$ cat src/rtl/demux7_out.sv
// -----------------------------------------------------------------------------
// demux7_out
//
// Buffered 1-to-7 distributor. A single producer hands over one data word
// together with a 3-bit destination code. Each handshake is queued in a small
// FIFO. The head of the FIFO is then presented to exactly one of seven
// consumers through a one-hot OutValid and a shared DataOut bus. Destination
// code 7 is not a real consumer: such a word is accepted, discarded and counted
// in a saturating drop counter.
//
// Ports
//   clk       in   rising-edge clock for all state
//   rst_n     in   asynchronous active-low reset
//   Order     in   destination code for DataIn (0..6 valid, 7 = drop)
//   DataIn    in   word to distribute
//   InValid   in   producer offers Order/DataIn this cycle
//   InReady   out  block accepts a word this cycle (registered)
//   DataOut   out  head-of-FIFO word, shared by all destinations (registered)
//   OutValid  out  one-hot destination of DataOut (registered)
//   OutReady  in   per-destination accept; only the selected bit matters
//   Count     out  FIFO occupancy
//   DropCnt   out  saturating count of discarded code-7 words
// -----------------------------------------------------------------------------
module demux7_out #(
    parameter int WIDTH  = 32,
    parameter int DEPTH  = 2,
    parameter int DROP_W = 8
) (
    input  logic                       clk,
    input  logic                       rst_n,
    input  logic [2:0]                 Order,
    input  logic [WIDTH-1:0]           DataIn,
    input  logic                       InValid,
    output logic                       InReady,
    output logic [WIDTH-1:0]           DataOut,
    output logic [6:0]                 OutValid,
    input  logic [6:0]                 OutReady,
    output logic [$clog2(DEPTH):0]     Count,
    output logic [DROP_W-1:0]          DropCnt
);

    localparam int PTR_W = $clog2(DEPTH);
    localparam int CNT_W = $clog2(DEPTH) + 1;
    localparam logic [2:0] DROP_CODE = 3'd7;
    localparam logic [CNT_W-1:0] FULL_COUNT = CNT_W'(DEPTH);

    // Decode a destination code into its OutValid pattern. Code 7 never
    // reaches the FIFO, so it maps to no destination at all.
    function automatic logic [6:0] orderToOneHot(input logic [2:0] ord);
        logic [6:0] hot;
        case (ord)
            3'd0:    hot = 7'b0000001;
            3'd1:    hot = 7'b0000010;
            3'd2:    hot = 7'b0000100;
            3'd3:    hot = 7'b0001000;
            3'd4:    hot = 7'b0010000;
            3'd5:    hot = 7'b0100000;
            3'd6:    hot = 7'b1000000;
            default: hot = 7'b0000000;
        endcase
        return hot;
    endfunction

    // FIFO storage; the destination code travels with its word.
    logic [WIDTH-1:0]  memData  [DEPTH];
    logic [2:0]        memOrder [DEPTH];

    // Registered state.
    logic [PTR_W-1:0]  wrPtrR;
    logic [PTR_W-1:0]  rdPtrR;
    logic [CNT_W-1:0]  countR;
    logic [WIDTH-1:0]  dataOutR;
    logic [6:0]        outValidR;
    logic              inReadyR;
    logic [DROP_W-1:0] dropCntR;

    // Next-state signals.
    logic              acceptS;
    logic              pushS;
    logic              dropS;
    logic              popS;
    logic [PTR_W-1:0]  wrPtrNextS;
    logic [PTR_W-1:0]  rdPtrNextS;
    logic [CNT_W-1:0]  afterPopS;
    logic [CNT_W-1:0]  countNextS;
    logic [2:0]        headOrderS;
    logic [WIDTH-1:0]  headDataS;
    logic [WIDTH-1:0]  dataOutNextS;
    logic [6:0]        outValidNextS;
    logic              inReadyNextS;
    logic [DROP_W-1:0] dropCntNextS;

    // Handshake decode. InReady is a register, so acceptance never depends
    // combinationally on OutReady; a pop cannot open room for a same-cycle push.
    always_comb begin
        acceptS = InValid & inReadyR;
        pushS   = acceptS & (Order != DROP_CODE);
        dropS   = acceptS & (Order == DROP_CODE);
        // outValidR is only nonzero while the FIFO holds a word, so masking
        // with it ignores ready bits of non-selected destinations.
        popS    = |(outValidR & OutReady);
    end

    // Pointer and occupancy update.
    always_comb begin
        wrPtrNextS = wrPtrR;
        rdPtrNextS = rdPtrR;
        afterPopS  = countR;
        countNextS = countR;

        if (pushS) begin
            wrPtrNextS = wrPtrR + PTR_W'(1);
        end else begin
            wrPtrNextS = wrPtrR;
        end

        if (popS) begin
            rdPtrNextS = rdPtrR + PTR_W'(1);
            afterPopS  = countR - CNT_W'(1);
        end else begin
            rdPtrNextS = rdPtrR;
            afterPopS  = countR;
        end

        if (pushS) begin
            countNextS = afterPopS + CNT_W'(1);
        end else begin
            countNextS = afterPopS;
        end
    end

    // Next head of the FIFO. When nothing older than the incoming word will
    // remain after this edge, the incoming word becomes the head directly;
    // otherwise the head is whatever sits at the advanced read pointer.
    always_comb begin
        headOrderS = memOrder[rdPtrNextS];
        headDataS  = memData[rdPtrNextS];
        if (pushS && (afterPopS == CNT_W'(0))) begin
            headOrderS = Order;
            headDataS  = DataIn;
        end else begin
            headOrderS = memOrder[rdPtrNextS];
            headDataS  = memData[rdPtrNextS];
        end
    end

    // Registered output image: DataOut keeps the last popped word while empty.
    always_comb begin
        outValidNextS = 7'b0000000;
        dataOutNextS  = dataOutR;
        if (countNextS != CNT_W'(0)) begin
            outValidNextS = orderToOneHot(headOrderS);
            dataOutNextS  = headDataS;
        end else begin
            outValidNextS = 7'b0000000;
            dataOutNextS  = dataOutR;
        end
        inReadyNextS = (countNextS != FULL_COUNT);
    end

    // Saturating drop counter: sticks at all-ones instead of wrapping.
    always_comb begin
        dropCntNextS = dropCntR;
        if (dropS && (dropCntR != {DROP_W{1'b1}})) begin
            dropCntNextS = dropCntR + DROP_W'(1);
        end else begin
            dropCntNextS = dropCntR;
        end
    end

    // FIFO storage write; contents need no reset because Count gates them.
    always_ff @(posedge clk) begin
        if (pushS) begin
            memData[wrPtrR]  <= DataIn;
            memOrder[wrPtrR] <= Order;
        end
    end

    // Control and output registers. InReady resets low and first rises on the
    // edge after reset release.
    always_ff @(posedge clk or negedge rst_n) begin
        if (!rst_n) begin
            wrPtrR    <= '0;
            rdPtrR    <= '0;
            countR    <= '0;
            dataOutR  <= '0;
            outValidR <= 7'b0000000;
            inReadyR  <= 1'b0;
            dropCntR  <= '0;
        end else begin
            wrPtrR    <= wrPtrNextS;
            rdPtrR    <= rdPtrNextS;
            countR    <= countNextS;
            dataOutR  <= dataOutNextS;
            outValidR <= outValidNextS;
            inReadyR  <= inReadyNextS;
            dropCntR  <= dropCntNextS;
        end
    end

    assign InReady  = inReadyR;
    assign DataOut  = dataOutR;
    assign OutValid = outValidR;
    assign Count    = countR;
    assign DropCnt  = dropCntR;

endmodule

$ cat config.mk
export PLATFORM = sky130hd
export DESIGN_NAME = demux7_out
export DESIGN_NICKNAME = d
export VERILOG_FILES = /design/src/rtl/demux7_out.sv
export SDC_FILE = /design/constraint.sdc
export NUM_CORES = 1
export LEC_CHECK = 0
export CORE_MARGIN = 4
export CORE_UTILIZATION = 40
export CTS_CLUSTER_SIZE = 12
export DETAILED_ROUTE_END_ITERATION = 10
export HOLD_SLACK_MARGIN = 0.03
export PLACE_DENSITY_LB_ADDON = 0.12
export RECOVER_POWER = 50
export SYNTH_ARGS = -nofsm -noshare
export SYNTH_HDL_FRONTEND = slang
export SYNTH_SLANG_ARGS = --single-unit
export TNS_END_PERCENT = 5
$ cat constraint.sdc
create_clock -name clk -period 5.19 [get_ports clk]
set_input_delay 0.7785 -clock clk [delete_from_list [all_inputs] [get_ports clk]]
set_output_delay 0.7785 -clock clk [all_outputs]
set_load 0.005 [all_outputs]
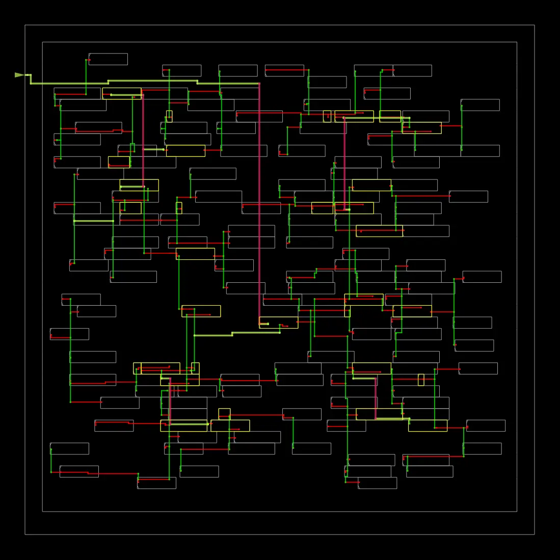
run_1/final_clocks.png
worst clock skew on the final layout: 0.00620 ns
clk sinks: 122
CTS buffer count: 17
FFs & Latches: 122
insertion delay at the late pin of the worst-skew pair: 0.40 ns

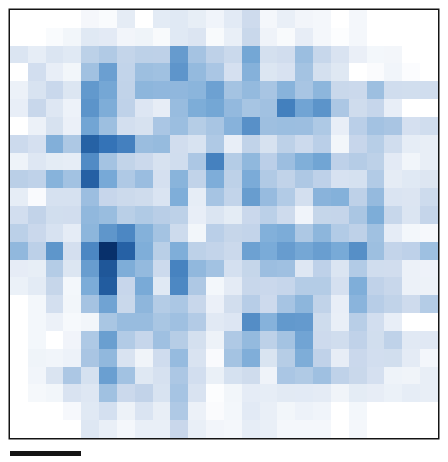
run_1/wire_density.png
Bar = 20 um. 24 x 24 tiles, from white (low) to dark blue (high), scaled to the fullest tile. Values are wire area over tile area, all layers added.
densest ninth of the die: left middle
fullest tile: 0.53
nearly empty tiles: 9.2%

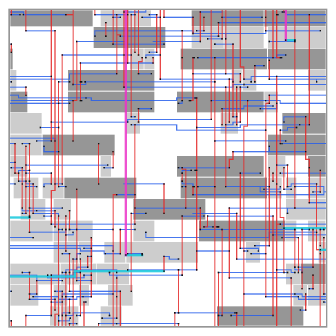
run_1/zoom.png
Region (41, 41) to (81, 81) um. Cells in grey, sequential cells in the stronger grey; small squares are vias.
legend:
  met3:
    colour: cyan
  met2:
    colour: red
  met4:
    colour: magenta
  met1:
    colour: blue
netlist names of flops here include: memData (13), DataOut (2)
most frequent: edfxtp_1 (13), a31oi_1 (6), nor2_1 (6)
cells with their middle in the window: 68
sequential cells in the window: 18

==> run notes, run 1 <==
Notes on the physical design

The area fraction of the largest cell type after synthesis is 0.411. After routing, the total negative slack on setup checks comes to 0 ns. At the worst endpoint, the required time is 5.47 ns. The kind of launch point of the worst setup path is a primary input. In the post-route analysis, the smallest setup slack over all paths is 1.42 ns. The met3 capacity usage during global routing is 0.0429. Logic depth along the worst register-to-register path is recorded as 9. The maximum number of pins on one net before global-route repair is 53. Summed over all nets, the switching power comes to 0.00166 W. Per the timing report, the most critical flop-to-flop path originates at OutValid[1]$_DFF_PN0_. The hold path depth is 1. Per the detailed-route log, wirelength across all metal layers totals 12000 um.

The arrival time of data at the worst endpoint is listed as 4.05 ns. The vertical die dimension is 121 um. The count of hold buffers inserted by post-cts repair is 0. The clock root buffer master is sky130_fd_sc_hd__clkbuf_16. The post-synthesis cell area is 0.00511 mm^2. During synthesis, Yosys emitted a total of 0 warnings. Looking at the cell usage after synthesis, the top flip-flop cell is sky130_fd_sc_hd__edfxtp_1.

Per the detail_route log, met2 wirelength is 6030 um. The worst setup path category is in -> reg. The portion of the post-synthesis area used by sequential elements is 0.666. All stages included, the depth of the critical timing path comes to 10. Traced cell by cell, the critical path runs through clkdlybuf4s50_1 -> a22oi_1 -> nand3_1 -> xor2_1 -> inv_1 -> ha_1 -> nor2_1 -> mux2i_4 -> buf_4 -> mux2_2. The final layout report lists a filler cell count of 1066.

Counting flops with a built-in enable in the synthesized netlist gives 70. The delay of the slowest critical-path stage is 0.56 ns. The clock share of power is 0.246. Excluding fillers, the count of instances in the completed layout stands at 684. Ranked by total cell area, the synthesized netlist is headed by sky130_fd_sc_hd__edfxtp_1 41%, sky130_fd_sc_hd__dfrtp_1 25%, sky130_fd_sc_hd__mux2_2 5.7%. The count of nets left with antenna violations after detail routing is 0. The classification of the worst-slack hold path is reg -> reg.

The element type at the critical path end is a flip-flop. For this configuration, the core starts out at a cell density of 0.406. The number of buffers between clock root and the deepest sink is 2. TritonCTS built the clock tree. For the pin with the worst max-slew slack, the measured transition is 3.01 ns. The final hold violation count recorded for this run is 0.

The checks that failed: capacitance limit, slew limit. The worst vdd rail ir drop is 0.394 mV. The internal portion of the total power is 0.00321 W. After synthesis, the mean cell area works out to 12.7 um^2. The stat command in Yosys gives a chip area of 0.00511 mm^2. The number of logged tool warnings is 26. The slew check shows that the tightest pin keeps a relative margin of -1.01.

The share of post-route cells with drive strength above 1 is 0.133. The DRC violation total after the first TritonRoute iteration is 209. The number of search-and-repair iterations in the first detailed-routing pass is 5. The part of the total power dissipated in combinational logic is 0.444. The number of max-slew violations in the final report is 53. The family with the most delay on the worst path is buffers and inverters. At the placement stage, the worst setup path has a slack of 1.01 ns. After detailed routing, no signal wire sits above met4. The routed layout has 3616 vias. The power per cell area is 711 mW/mm^2. For this design the static power due to leakage is 2.58 nW.

Compared with the post-synthesis result, the final layout area differs by 34.1%. The tally of buffers added on design ports is 94. The slowest stage of the critical path belongs to the cell sky130_fd_sc_hd__a22oi_1. For this run the aggregate overflow at the end of global routing stands at 0. The number of global-route vias before repair was 3611. The half-perimeter wire length after detailed placement is 7300 um.

The global-route met2 utilization is 0.283. The routed length per placed instance is 17.6 um. Of the available clock period, the critical path in the final layout requires 0.726. The routability congestion estimate from global placement is 0.853.

The number of H-tree levels is 4. The initial antenna violation count is 0. The net count of the mapped netlist is 449. The number of cells in the design after placement is 652. The final antenna diode tally reported by the flow is 0. Using the TritonRoute via totals, the vias-per-cell ratio works out to 5.29. The core outline area is 0.0126 mm^2. The storage element area is 0.00340 mm^2.

The origin of the worst min-delay path is DataOut[23]$_DFFE_PN0P_. Clock-pin slew was measured on the worst setup and hold paths at 0.05 ns. The width of the chip is 121 um.

The number of gates resized after cts is 0. The run reported a max-capacitance violation count of 1. Yosys stat counts 402 cells in the synthesized netlist. The launch point of the critical path was reported as OutReady[1]. After synthesis, the netlist uses 38 different library cells. Setup repair after global routing left no endpoint under its margin.

In the final routing, the length of wire on met1 measures 5340 um. The final tally of setup violations is 0. The total DRC errors in the routed layout is 0. Switching power as a fraction of the total was reported as 0.341. Routing resource usage on met1 recorded by global route was 0.219. After synthesis, the share of flip-flops with an asynchronous set or reset is 0.426.

The share of total power dissipated in sequential elements is 0.310. In the synthesized netlist, the number of instances is 402. The busiest layer in global routing is met2. The biggest area contributor in the post-synthesis netlist is sky130_fd_sc_hd__edfxtp_1.

The highest clock rate this design can be run at is 266 MHz. Once synthesis finished, the tally of register bits stood at 122. The site row count is 41.

The number of nets in the layout is 546. 95 I/O pins were placed. The flow ran to the end, but the final reports show violations.

The number of buffers and inverters on the critical path is 3. The post-layout minimum cycle time is 3.77 ns. The first global-routing pass estimated 19200 um of wire. The die covers 0.0146 mm^2. The global-route usage over all layers is 0.172. The amount of wire on met3 after detailed routing is 550 um. In this run the post-CTS setup repair buffer count came out at 0.
-- run 1: area by class of cell --
| type | count | share of cell area |
|---|---|---|
| Inverter | 4 | 0.00219 |
| Sequential cell | 122 | 0.497 |
| Tap cell | 172 | 0.0314 |
| Clock inverter | 7 | 0.0164 |
| Multi-Input combinational cell | 254 | 0.238 |
| Timing Repair Buffer | 100 | 0.143 |
| Clock buffer | 25 | 0.0723 |
-- run 1: power by group through the flow --
| stage | logic [W] | registers [W] | clock network [W] |
|---|---|---|---|
| after detailed placement | 0.00223 | 0.00153 | 0 |
| after CTS | 0.00224 | 0.00152 | 0.00122 |
| after global placement | 0.00220 | 0.00153 | 0 |
| after floorplan | 0.00144 | 0.00152 | 0 |
| after global routing | 0.00239 | 0.00154 | 0.00127 |
| final | 0.00217 | 0.00151 | 0.00120 |
-- run 1: stage by stage --
stage / hold slack [ns] / utilization / power, W / area [um^2]
finish: 0.479 / 0.545 / 0.00487 / 6850
CTS: 0.487 / 0.545 / 0.00498 / 6850
detailed placement: 0.475 / 0.497 / 0.00376 / 6250
global route: 0.501 / 0.545 / 0.00520 / 6850
floorplan: 0.460 / - / 0.00296 / 5110
global placement: 0.468 / 0.497 / 0.00373 / 6250
-- run 1: worst register-to-register path, delay by kind of cell (launching register included) --
family	cells	cell delay (ns)
compound gates	1	0.56
flops	1	0.38
buf+inv	2	0.54
xor+xnor	1	0.56
simple gates	2	0.25
mux	2	0.65
fa+ha+maj	1	0.32
-- run 1: cell usage in the layout, fill, tap and decap left out, drive strengths merged, types with 2 or more instances in the layout --
cell and count:
ha 2, o21ai 32, clkdlybuf4s50 34, nor4 2, inv 4, and2 2, bufinv 3, edfxtp 70
xor2 4, buf 6, dlygate4sd3 59, a22oi 2, nor2 45, nand4b 2, xnor2 7, dfrtp 52
nor2b 3, clkinv 3, clkbuf 26, nand2 13, nor3 2, nand3 42, a31oi 41, mux2 33
nand4 9, and3 2
-- run 1: logic make-up after synthesis --
kind of cell	synth area share
buffers and inverters	0.0213
multiplexers	0.0754
XOR/XNOR	0.0189
flip-flops	0.666
adder cells (fa/ha/maj)	0.00490
AND-OR/OR-AND	0.0945
AND/OR/NAND/NOR	0.119
-- run 1: synth_stat cells, drive strengths merged (3+ instances only) --
library cell,instances
nand2,13
xnor2,7
nor2b,3
xor2,4
mux2,33
dfrtp,52
a31oi,41
clkbuf,18
inv,4
nor2,45
o21ai,32
nand4,9
buf,4
nand3,42
edfxtp,70
-- run 1: state kept, by name, summed over array words and instances (netlist names) --
signal	cells
InReady	1
rdPtrR	1
wrPtrR	1
Count	2
OutValid	7
DropCnt	8
DataOut	32
memOrder	6
memData	64
-- run 1: worst paths after layout --
check | end | slack [ns]
max in group asynchronous | DataOut[18]$_DFFE_PN0P_ | 2.00
max reg2reg | DataOut[21]$_DFFE_PN0P_ | 1.82
min reg2reg | DataOut[23]$_DFFE_PN0P_ | 0.48
max | DataOut[21]$_DFFE_PN0P_ | 1.42
min | DataOut[23]$_DFFE_PN0P_ | 0.48
min in group asynchronous | DataOut[21]$_DFFE_PN0P_ | 1.45
==> inputs of run 2 (changes only) <==
clock period = 3.58 ns   (was 5.19 ns; I/O delays follow)
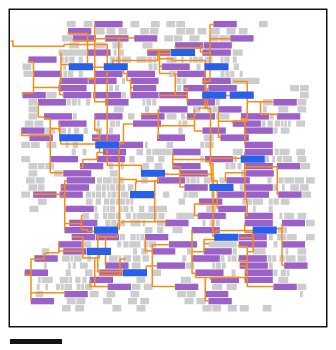
run_2/clock_map.png
Bar = 20 um.
legend:
  clock wires:
    colour: orange
    length: 1540 um
  cells driving clock nets:
    colour: blue
    count: 17
  flip-flops:
    colour: purple
    count: 122
routed clock nets: 18
clock network power: 0.00174 W
worst clock skew on the final layout: 0.00654 ns
clock share of power: 0.242
insertion delay at the late pin of the worst-skew pair: 0.41 ns

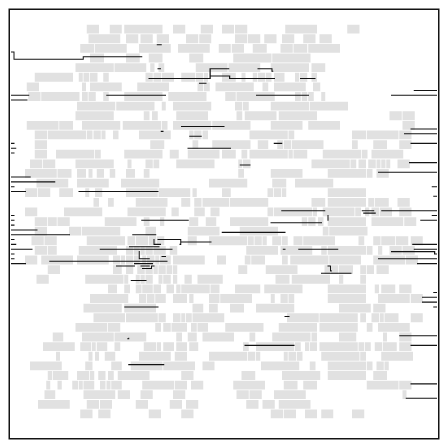
run_2/met3.png
Cells faint in the background.
wire length on this layer: 671 um
longest straight run: 33.1 um
main direction: horizontal
routed wire length: 12200 um
fraction of met3 tracks used by global routing: 0.0466

==> run 2 against run 1 <==
  * The run still ends with capacitance limit, slew limit left
  * Sequential power increased by 45%
  * Die size unchanged
  * Count of clock-buffer cells in the layout decreased by 7
  * Core utilization increased by 0.81 points
  * Clock power increased by 45%
  * Flip-flop count unchanged
  * Register-to-register slack got worse by 1.1 ns
  * Synthesized area unchanged
  * Final area increased by 1.5%
  * Critical path depth unchanged
  * Combinational power increased by 51%
  * Worst setup slack got worse by 0.83 ns
==> run notes, run 2 <==
Notes on the physical design

The post-synth tally of flip-flops with integrated enable is 70 (unchanged). The relative slew slack is -0.325 (was -1.01). The final tally of setup violations came to 0 (unchanged). The number of global-route vias before repair is 3794 (was 3611).

The number of setup buffers added after CTS is 0 (unchanged). The element type at the critical path end is a flip-flop (unchanged). The number of instances in the synthesized netlist is 402 (unchanged).

The family with the most delay on the worst path is AND-OR/OR-AND gates (was buffers and inverters). The average size of a mapped cell is 12.7 um^2 (unchanged). The required time reported for the critical path endpoint came to 3.87 ns (was 5.47 ns). The post-synthesis cell type with the largest combined area is sky130_fd_sc_hd__edfxtp_1 (unchanged). Of the available clock period, the critical path in the final layout requires 0.835. The static leakage is 2.62 nW (was 2.58 nW). Result of the run: finished, violations left (unchanged). The net count of the mapped netlist is 449 (unchanged). The worst hold margin came to 0.477 ns (was 0.479 ns).

The worst vdd rail ir drop is 0.468 mV (was 0.394 mV). The maximum number of pins on one net before global-route repair is 37 (was 53). The fill cell total of the finished layout was 1092 (was 1066). The storage element area is 0.00340 mm^2 (unchanged).

The number of H-tree levels is 4 (unchanged). The portion of the post-synthesis area used by sequential elements was 0.666 (unchanged). The worst setup path category is in -> reg (unchanged).

The delay of the slowest critical-path stage is 0.53 ns (was 0.56 ns). The DRC violation total after the first TritonRoute iteration was 287 (was 209). The cell count in the Yosys report is 402 (unchanged).

The internal power is 0.00472 W (was 0.00321 W). The starting utilization of the core area is 0.406 (unchanged). The number of antenna repair diodes came to 0 (unchanged). The number of buffers created by CTS is 17 (unchanged). Unrepaired setup endpoints after global routing: no (unchanged). The vertical die dimension is 121 um (unchanged). The half-perimeter wire length after detailed placement is 7710 um (was 7300 um). Top cells by area, synth: sky130_fd_sc_hd__edfxtp_1 41%, sky130_fd_sc_hd__dfrtp_1 25%, sky130_fd_sc_hd__mux2_2 5.7% (unchanged). The clock transition at the registers of the reported paths is 0.06 ns (was 0.05 ns). The number of max-cap violations was 1 (unchanged).

The part of the power in registers is 0.303 (was 0.310). The portion of synthesized cell area occupied by the leading cell type was 0.411 (unchanged). The number of nets in the layout is 556 (was 546). The share of flip-flops with an asynchronous set or reset is 0.426 (unchanged). The count of hold buffers inserted by post-cts repair came to 0 (unchanged). The maximum fanout along the worst path is 6 (was 29).

The number of buffers and inverters on the critical path is 1 (was 3). The switching component of the power is 0.00249 W (was 0.00166 W). The power per cell area is 1040 mW/mm^2 (was 711 mW/mm^2). The met1 layer usage reported by global route is 0.223 (was 0.219).

The number of max-slew violations in the final report is 35 (was 53). The most used logic cell in the final layout is sky130_fd_sc_hd__edfxtp_1 (unchanged). The first-pass GRT wire length is 19500 um (was 19200 um). The number of logged tool warnings was 26 (unchanged).

The register name with the most flops is memData (unchanged). The tally of buffers added on design ports is 94 (unchanged). The core utilization of the finished layout is 0.553 (was 0.545). The number of warnings printed during yosys synthesis is 0 (unchanged). The total DRC errors in the routed layout is 0 (unchanged). The endpoint arrival time on the critical path was 3.28 ns (was 4.05 ns). The post-synthesis cell area is 0.00511 mm^2 (unchanged). The width of the chip is 121 um (unchanged). The layout-stage area growth over the synthesis result came to 36.1% (was 34.1%). The number of flip-flops in the largest register is 64 (unchanged). The residual overflow from global routing is 0 (unchanged). The slowest cell on the critical path is sky130_fd_sc_hd__a222oi_1 (was sky130_fd_sc_hd__a22oi_1).

The sum of negative setup slack is 0 ns (unchanged). The global-route usage over all layers was 0.174 (was 0.172). Failing checks: capacitance limit, slew limit (unchanged). The measured slew at the worst slew-check pin was 1.99 ns (was 3.01 ns).

The initial antenna violation count is 0 (unchanged). CP cell instances: clkdlybuf4s50_1 -> a222oi_1 -> a31oi_1 -> xnor2_1 -> ha_1 -> and3_1 -> and2_0 -> nor2_1 -> and4b_1 -> o31a_1 (was clkdlybuf4s50_1 -> a22oi_1 -> nand3_1 -> xor2_1 -> inv_1 -> ha_1 -> nor2_1 -> mux2i_4 -> buf_4 -> mux2_2). The classification of the worst-slack hold path is reg -> reg (unchanged).

The register bit total from synthesis is 122 (unchanged). The final count of hold timing violations came to 0 (unchanged). The total die area is 0.0146 mm^2 (unchanged). The busiest layer in global routing is met2 (unchanged).

The core outline area was 0.0126 mm^2 (unchanged). The I/O pin count is 95 (unchanged). The number of gates resized after cts is 0 (unchanged). The routed length per placed instance is 17.6 um (about the same). The summed standard-cell area reported by yosys is 0.00511 mm^2 (unchanged). The number of library cell types mapped by synthesis came to 38 (unchanged). The clock root buffer master is sky130_fd_sc_hd__clkbuf_16 (unchanged). The global-route met2 utilization came to 0.285 (was 0.283).

The total number of vias was 3733 (was 3616). The number of vias per cell after detailed routing is 5.38 (was 5.29). The kind of launch point of the worst setup path is a primary input (unchanged). The count of nets left with antenna violations after detail routing was 0 (unchanged).

Highest-count cells in the layout ignoring fill and taps: 70 x sky130_fd_sc_hd__edfxtp_1, 58 x sky130_fd_sc_hd__dlygate4sd3_1, 52 x sky130_fd_sc_hd__dfrtp_1 (was 70 x sky130_fd_sc_hd__edfxtp_1, 59 x sky130_fd_sc_hd__dlygate4sd3_1, 52 x sky130_fd_sc_hd__dfrtp_1). The site row count is 41 (unchanged). The routability congestion estimate from global placement is 0.926 (was 0.853). The flow reports an fmax of 334 MHz. The library cell with the highest instance count after synthesis is sky130_fd_sc_hd__edfxtp_1 (unchanged). The switching power as a share of total power is 0.345 (was 0.341).

The part of the total power dissipated in combinational logic is 0.455 (was 0.444). Top cells by count, synth: 70 x sky130_fd_sc_hd__edfxtp_1, 52 x sky130_fd_sc_hd__dfrtp_1, 45 x sky130_fd_sc_hd__nor2_1 (unchanged). The share of post-route cells with drive strength above 1 is 0.155 (was 0.133). The prevailing post-synth register cell is sky130_fd_sc_hd__edfxtp_1 (unchanged).

The number of buffers between clock root and the deepest sink came to 2 (unchanged). The clock tree from TritonCTS is done (unchanged). The post-layout minimum cycle time is 2.99 ns. The number of search-and-repair iterations in the first detailed-routing pass came to 5 (unchanged). The CTS sink count came to 122 (unchanged).
==> run 2: cell count changes in the layout (fill, tap and decap cells not counted) <==
cell                              change
sky130_fd_sc_hd__clkbuf_8             -3
sky130_fd_sc_hd__buf_12               +2
sky130_fd_sc_hd__buf_4                +8
sky130_fd_sc_hd__inv_6                +1
sky130_fd_sc_hd__buf_2                -1
sky130_fd_sc_hd__clkinv_4             +4
sky130_fd_sc_hd__clkdlybuf4s50_1      +1
sky130_fd_sc_hd__dlygate4sd3_1        -1
sky130_fd_sc_hd__clkbuf_1             -3
sky130_fd_sc_hd__clkinvlp_4           +2
==> run 2: power by group through the flow <==
stage          combinational, W  clock (W)  sequential (W)
2_1_floorplan           0.00209          0         0.00220
3_3_place_gp            0.00332          0         0.00220
3_5_place_dp            0.00338          0         0.00222
4_1_cts                 0.00339    0.00177         0.00220
5_1_grt                 0.00362    0.00184         0.00223
6_report                0.00328    0.00174         0.00219
==> run 2: worst paths after layout <==
kind	startpoint	to	slack, ns	cells after the start
worst min-delay path	DataOut[23]$_DFFE_PN0P_	DataOut[23]$_DFFE_PN0P_	0.48	1
worst max register to register	OutValid[0]$_DFF_PN0_	OutValid[2]$_DFF_PN0_	0.72	9
worst max-delay path	OutReady[0]	OutValid[2]$_DFF_PN0_	0.59	10
worst min register to register	DataOut[23]$_DFFE_PN0P_	DataOut[23]$_DFFE_PN0P_	0.48	1
min in group asynchronous	rst_n	DataOut[23]$_DFFE_PN0P_	0.68	1
max in group asynchronous	rst_n	DataOut[3]$_DFFE_PN0P_	0.98	2
==> run 2: final cells by class <==
type                            count  share of cell area
Sequential cell                   122               0.490
Multi-Input combinational cell    254               0.235
Timing Repair Buffer              110               0.155
Clock buffer                       18              0.0632
Tap cell                          172              0.0310
Clock inverter                     14              0.0247
Inverter                            4             0.00216
==> run 2: kinds of logic after synthesis <==
| logic type | after synthesis | share of synthesized area |
|---|---|---|
| XOR/XNOR | 11 | 0.0189 |
| flip-flops | 122 | 0.666 |
| buffers and inverters | 26 | 0.0213 |
| multiplexers | 34 | 0.0754 |
| adder cells (fa/ha/maj) | 2 | 0.00490 |
| AND-OR/OR-AND | 81 | 0.0945 |
| AND/OR/NAND/NOR | 126 | 0.119 |
==> run 2: per-stage QoR <==
stage / setup slack (ns) / power, W / std cells / instance area (um^2)
floorplan: 0.245 / 0.00429 / 402 / 5110
global placement: 0.365 / 0.00553 / 662 / 6350
detailed placement: 0.261 / 0.00559 / 662 / 6350
CTS: 0.618 / 0.00736 / 694 / 6960
global route: 0.396 / 0.00769 / 694 / 6950
finish: 0.590 / 0.00721 / 694 / 6950
==> run 2: layer usage <==
| metal | vias up | wire (um) |
|---|---|---|
| met3 | 17 | 671 |
| met1 | 1845 | 5380 |
| met2 | 124 | 5960 |
| met5 | - | 0 |
| li1 | 1747 | - |
| met4 | 0 | 177 |
Power is estimated from default activity; no workload was simulated.
